===== src/rtl/req_encoder.sv =====
// req_encoder: 32-to-5 sequential request encoder with sticky pending flags and valid/ready output. Rev 1.0
// Optional round-robin selection when REQ_ENC_RR_EN is defined; fixed lowest-index priority otherwise.
`default_nettype none

module req_encoder #(
  parameter int N     = 32,
  parameter int IDX_W = 5
) (
  input  logic             clock,
  input  logic             reset,
  input  logic [N-1:0]     req,
  input  logic             flush,
  input  logic             out_ready,
  output logic             out_valid,
  output logic [IDX_W-1:0] out_idx,
  output logic [N-1:0]     pending,
  output logic [IDX_W:0]   pending_cnt
);

  logic         handshake;
  logic [N-1:0] accept_mask;

  assign out_valid   = |pending;
  assign handshake   = out_valid & out_ready;
  assign accept_mask = handshake ? (N'(1) << out_idx) : '0;

`ifdef REQ_ENC_RR_EN
  logic [IDX_W-1:0] ptr;
  logic [2*N-1:0]   dbl;
  logic [N-1:0]     rot;
  logic [IDX_W-1:0] off;

  // Rotate so that bit ptr lands at position 0; lowest set bit of rot is the first at/after ptr.
  always_comb begin
    dbl = {pending, pending} >> ptr;
    rot = dbl[N-1:0];
    off = '0;
    for (int i = N-1; i >= 0; i--) begin
      if (rot[i]) off = IDX_W'(i);
    end
    out_idx = out_valid ? IDX_W'(ptr + off) : '0;
  end

  always_ff @(posedge clock) begin
    if (reset) begin
      ptr <= '0;
    end else if (handshake && !flush) begin
      ptr <= IDX_W'(out_idx + 1'b1);
    end
  end
`else
  always_comb begin
    out_idx = '0;
    for (int i = N-1; i >= 0; i--) begin
      if (pending[i]) out_idx = IDX_W'(i);
    end
  end
`endif

  always_comb begin
    pending_cnt = '0;
    for (int i = 0; i < N; i++) begin
      pending_cnt = pending_cnt + (IDX_W+1)'(pending[i]);
    end
  end

  // New requests are OR-ed in after the clear, so a set always wins over an accept.
  always_ff @(posedge clock) begin
    if (reset) begin
      pending <= '0;
    end else if (flush) begin
      pending <= req;
    end else begin
      pending <= (pending & ~accept_mask) | req;
    end
  end

endmodule

`default_nettype wire


===== config.mk =====
export PLATFORM = sky130hd
export DESIGN_NAME = req_encoder
export DESIGN_NICKNAME = d
export VERILOG_FILES = /design/src/rtl/req_encoder.sv
export SDC_FILE = /design/constraint.sdc
export NUM_CORES = 1
export LEC_CHECK = 0
export ABC_AREA = 1
export CAP_MARGIN = 30
export CORE_UTILIZATION = 49
export DETAILED_ROUTE_END_ITERATION = 8
export PLACE_DENSITY = 0.88
export SLEW_MARGIN = 40
export SYNTH_ARGS = -nofsm -noshare
export SYNTH_HDL_FRONTEND = slang
export SYNTH_SLANG_ARGS = --single-unit

===== constraint.sdc =====
create_clock -name clock -period 5.97 [get_ports clock]
set_input_delay 1.194 -clock clock [delete_from_list [all_inputs] [get_ports clock]]
set_output_delay 1.194 -clock clock [all_outputs]
set_load 0.005 [all_outputs]

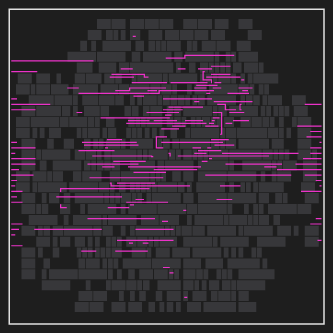
Figure 1: run 1, the metal 3 layer.
(4 px per um) Cells faint in the background.
wire length on this layer: 855 um
share of all routed wire: 9.6%
nets with wire on the layer: 109
longest straight run: 22.5 um
main direction: horizontal
routed vias: 2984
routed wire length: 8.91 mm

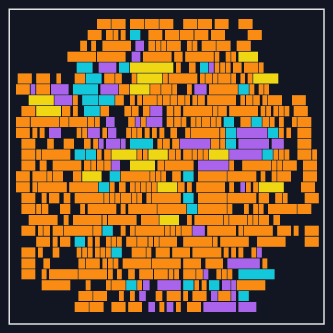
Figure 2: run 1, cells by drive strength.
(4 px per um)
[drive 3 to 4] cyan | cells: 32 | share: 6.7% | most used: buf_4
[drive 2] purple | cells: 42 | share: 8.8% | most used: inv_2
[drive 6 and up] yellow | cells: 15 | share: 3.2%
[drive 1 or less] orange | cells: 387 | share: 81% | most used: inv_1
Layout area overhead: 39.7%
worst setup margin: -0.0161 ns
Non-CTS buffers: 102

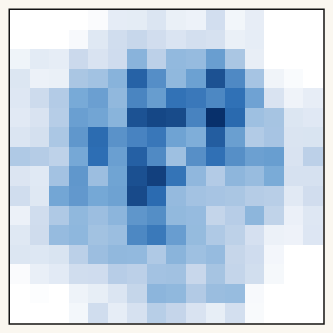
Figure 3: run 1, routed metal per tile.
(4 px per um) The die is cut into 16 by 16 equal tiles; white is low, dark blue is high, scaled to the fullest tile. Values are wire area over tile area, all layers added.
tiles over half the peak: 22%
densest ninth of the die: center
fullest tile: 0.81
overall routing resource usage: 31.1%
Avg WL per Cell: 16.3 um

-- run 1: how the worst max path moves through the flow --
stage / startpoint / end / slack, ns / depth (start not counted)
global route: pending[23]$_SDFF_PP0_ / pending_cnt[4] / -0.14 / 16
finish: pending[23]$_SDFF_PP0_ / pending_cnt[4] / -0.02 / 16
CTS: pending[21]$_SDFF_PP0_ / pending_cnt[5] / -0.03 / 17
global placement: pending[23]$_SDFF_PP0_ / pending_cnt[4] / -0.13 / 16
floorplan: pending[27]$_SDFF_PP0_ / pending_cnt[4] / 0.39 / 15
detailed placement: pending[23]$_SDFF_PP0_ / pending_cnt[4] / -0.28 / 16
==> run_results.csv, run 1 <==
group,metric,value,unit
layout,logic_area,0.00172,mm^2
sta,max_freq,167,MHz
job,max-cap-violations,0,
worst_hold_path,min_path_type,"flop to flop",
critical_path,critical_path.max_stage_delay,0.56,ns
sta,clock_skew,0.00827,ns
critical_path,critPathMaxFanout,2,
floorplan,die_w,78.3,um
status,violations,"setup timing",
cts,cts_tree,"yes",
cts,cts_resized,26,
cts,htreeDepth,2,
sta,period_used_share,100,%
sta,setup_viol,1,
grt,first_global_vias,2893,
layout,largest_reg_flops,32,
layout,comb_cells,236,
status,status,"complete, but fails checks",
grt,grt.overflow.total,0,
grt,grt_use_met2,51.5,%
floorplan,initCoreUtil,51.2,%
critical_path,worstRegToRegCells,36,
critical_path,r2r-end,"pending[16]$_SDFF_PP0_",
power,vdd_ir_drop_max,384,uV
sta,setup_slack,-0.0161,ns
==> run 1 -> run 2 <==
CORE_ASPECT_RATIO = 0.9   (was not set)
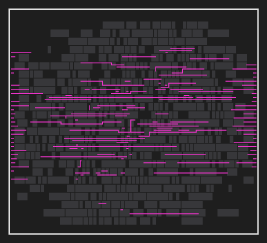
Figure 4: run 2, the metal 3 layer.
(3 px per um) Cells faint in the background.
longest straight run: 47.8 um
wire length on this layer: 973 um
nets with wire on the layer: 106
routed wire length: 9.18 mm
met3 usage: 8.71%

==> run_results.csv, run 2 <==
group,metric,value,unit
status,status,"complete, but fails checks",
status,violations,"setup timing",
layout,comb_cells,236,
placed_design,numPortBuffers,79,
drt,wl_met3,972,um
job,max-cap-violations,0,
synthesis,synth.logic.top_family,"simple AND/OR/NAND/NOR gates",
drt,vias,3014,
floorplan,rows,25,
layout,n_all_buffers,104,
cts,cts_resized,33,
grt,grt_use_met2,51.6,%
worst_hold_path,min_path_type,"flop to flop",
cts,cts_tree,"yes",
grt,track_usage,32.4,%
layout,num-nets-final,545,
sta,period_used_share,102,%
layout,drive_above_1_share,21.4,%
drt,wl_met1,3.69,mm
layout,registers.top_by_ff_count,"pending",
floorplan,die_w,82.4,um
synthesis,yosysTopAreaCellShare,22.4,%
power,vdd_ir_drop_max,523,uV
critical_path,critPathMaxFanout,2,
sta,setup_viol,5,
drt,wl_per_cell,16.9,um
sta,finalSetupTns,-0.371,ns
grt,first_global_vias,2913,
grt,grt.overflow.total,0,
critical_path,critical_path.max_stage_delay,0.57,ns
layout,area_delta_synth_final,39.5,%
sta,hold_ws,0.577,ns
layout,nClkBuffers,6,
sta,max_freq,164,MHz
sta,setup_slack,-0.142,ns
power,power_density,443,mW/mm^2
sta,clock_skew,0.00797,ns
cts,htreeDepth,2,
floorplan,dieArea,0.00613,mm^2
cts,root_buffer,"clkbuf_8",
floorplan,initCoreUtil,52.4,%
synthesis,ys_sh_aoi,13.9,%
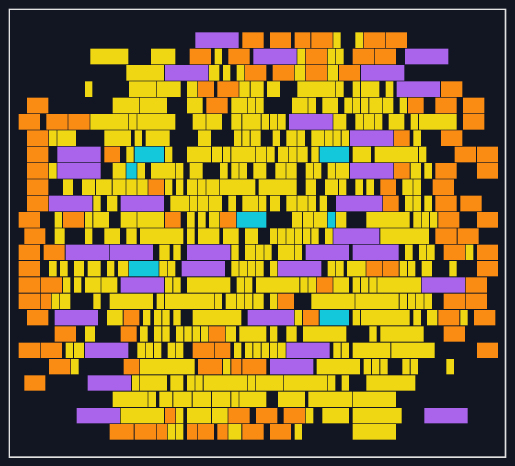
Figure 5: run 2, placement by cell class.
(6 px per um)
[all other logic] yellow | cells: 334
[other buffers and delay cells] orange | cells: 104
[flip-flops] purple | cells: 32
[clock drivers and dummy loads] cyan | cells: 7
final core occ: 73.1%
fin area: 0.00398 mm^2
fraction of area in registers: 16.2%

## run 2: worst min-delay path: cells and delay by family (launching register included)
kind               cells  cell delay [ns]
AOI/OAI and AO/OA      2             0.18
DFF                    1             0.35
## run 2: final timing paths
path                                from                endpoint  slack, ns  depth (start not counted)
setup reg to reg  pending[30]$_SDFF_PP0_  pending[20]$_SDFF_PP0_       2.84                         36
setup / recovery  pending[27]$_SDFF_PP0_          pending_cnt[4]      -0.14                         17
hold / removal     pending[6]$_SDFF_PP0_   pending[6]$_SDFF_PP0_       0.58                          2
hold reg to reg    pending[6]$_SDFF_PP0_   pending[6]$_SDFF_PP0_       0.58                          2
## run 2: power by group
group          leakage [nW]  switching [mW]  internal, mW
clock network        0.0410          0.0841        0.0792
logic                  1.57           0.663         0.691
registers             0.268          0.0177         0.228
total                  1.88           0.765         0.998
==> run 2 -> run 3 <==
CAP_MARGIN = not set   (was 30)
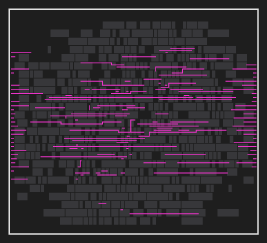
Figure 6: run 3, the metal 3 layer.
(3 px per um) Cells faint in the background.
nets with wire on the layer: 106
longest straight run: 47.8 um
wire length on this layer: 973 um
routed vias: 3014

==> run_results.csv, run 3 <==
group,metric,value,unit
status,status,"complete, but fails checks",
status,violations,"setup timing",
drt,wl_met3,972,um
critical_path,critical_path.max_stage_delay,0.57,ns
power,pwr-share-seq,14.0,%
synthesis,synth.logic.top_family,"simple AND/OR/NAND/NOR gates",
sta,setup_slack,-0.142,ns
grt,first_global_vias,2913,
critical_path,cp-startpoint,"pending[27]$_SDFF_PP0_",
drt,wl_met1,3.69,mm
cts,cts_tree,"yes",
job,max-cap-violations,0,
grt,track_usage,32.4,%
floorplan,initCoreUtil,52.4,%
sta,max_freq,164,MHz
synthesis,yosysTopAreaCellShare,22.4,%
sta,clock_skew,0.00797,ns
power,power_top_consumer,"combinational cells",
grt,grt_use_met2,51.6,%
sta,setup_viol,5,
layout,stdcell_area,0.00398,mm^2
worst_hold_path,min_path_cells,2,
floorplan,die_w,82.4,um
worst_hold_path,min_from,"pending[6]$_SDFF_PP0_",
grt,grt.overflow.total,0,
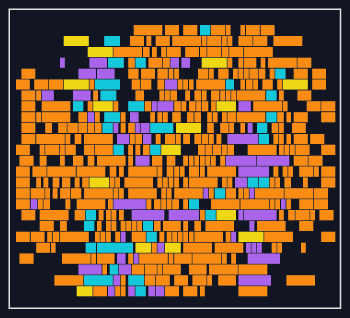
Figure 7: run 3, cells by drive strength.
(4 px per um)
[drive 6 and up] yellow | cells: 15 | share: 3.1% | most used: bufinv_8
[drive 1 or less] orange | cells: 375 | share: 79%
[drive 2] purple | cells: 53 | share: 11% | most used: inv_2
[drive 3 to 4] cyan | cells: 34 | share: 7.1% | most used: buf_4
Non-CTS buffers: 104
Layout area overhead: 39.5%
worst setup margin: -0.142 ns

==> run 3: cell counts in the layout (fill, tap and decap cells not counted) <==
No cell type changed its count.
==> run 3: layout make-up <==
type | count | area share, %
clock buffer | 6 | 1.82
clock inverter | 1 | 0.126
inverter | 98 | 11.8
multi-input combinational | 236 | 43.8
sequential | 32 | 16.2
tap | 67 | 2.11
timing repair buffer | 104 | 24.1
==> run 3: tightest hold or removal path: stages, from the launching register on <==
cell	delay (ns)
dfxtp_1	0.35
o211ai_1	0.11
a21oi_1	0.07
==> run 3: stage by stage <==
step	util (%)	setup WS, ns
after CTS	72.4	-0.0721
final	73.1	-0.142
after global routing	73.1	-0.249
after detailed placement	70.0	-0.218
after floorplan	-	0.387
after global placement	70.0	-0.172
Power and IR drop assume default switching activity.
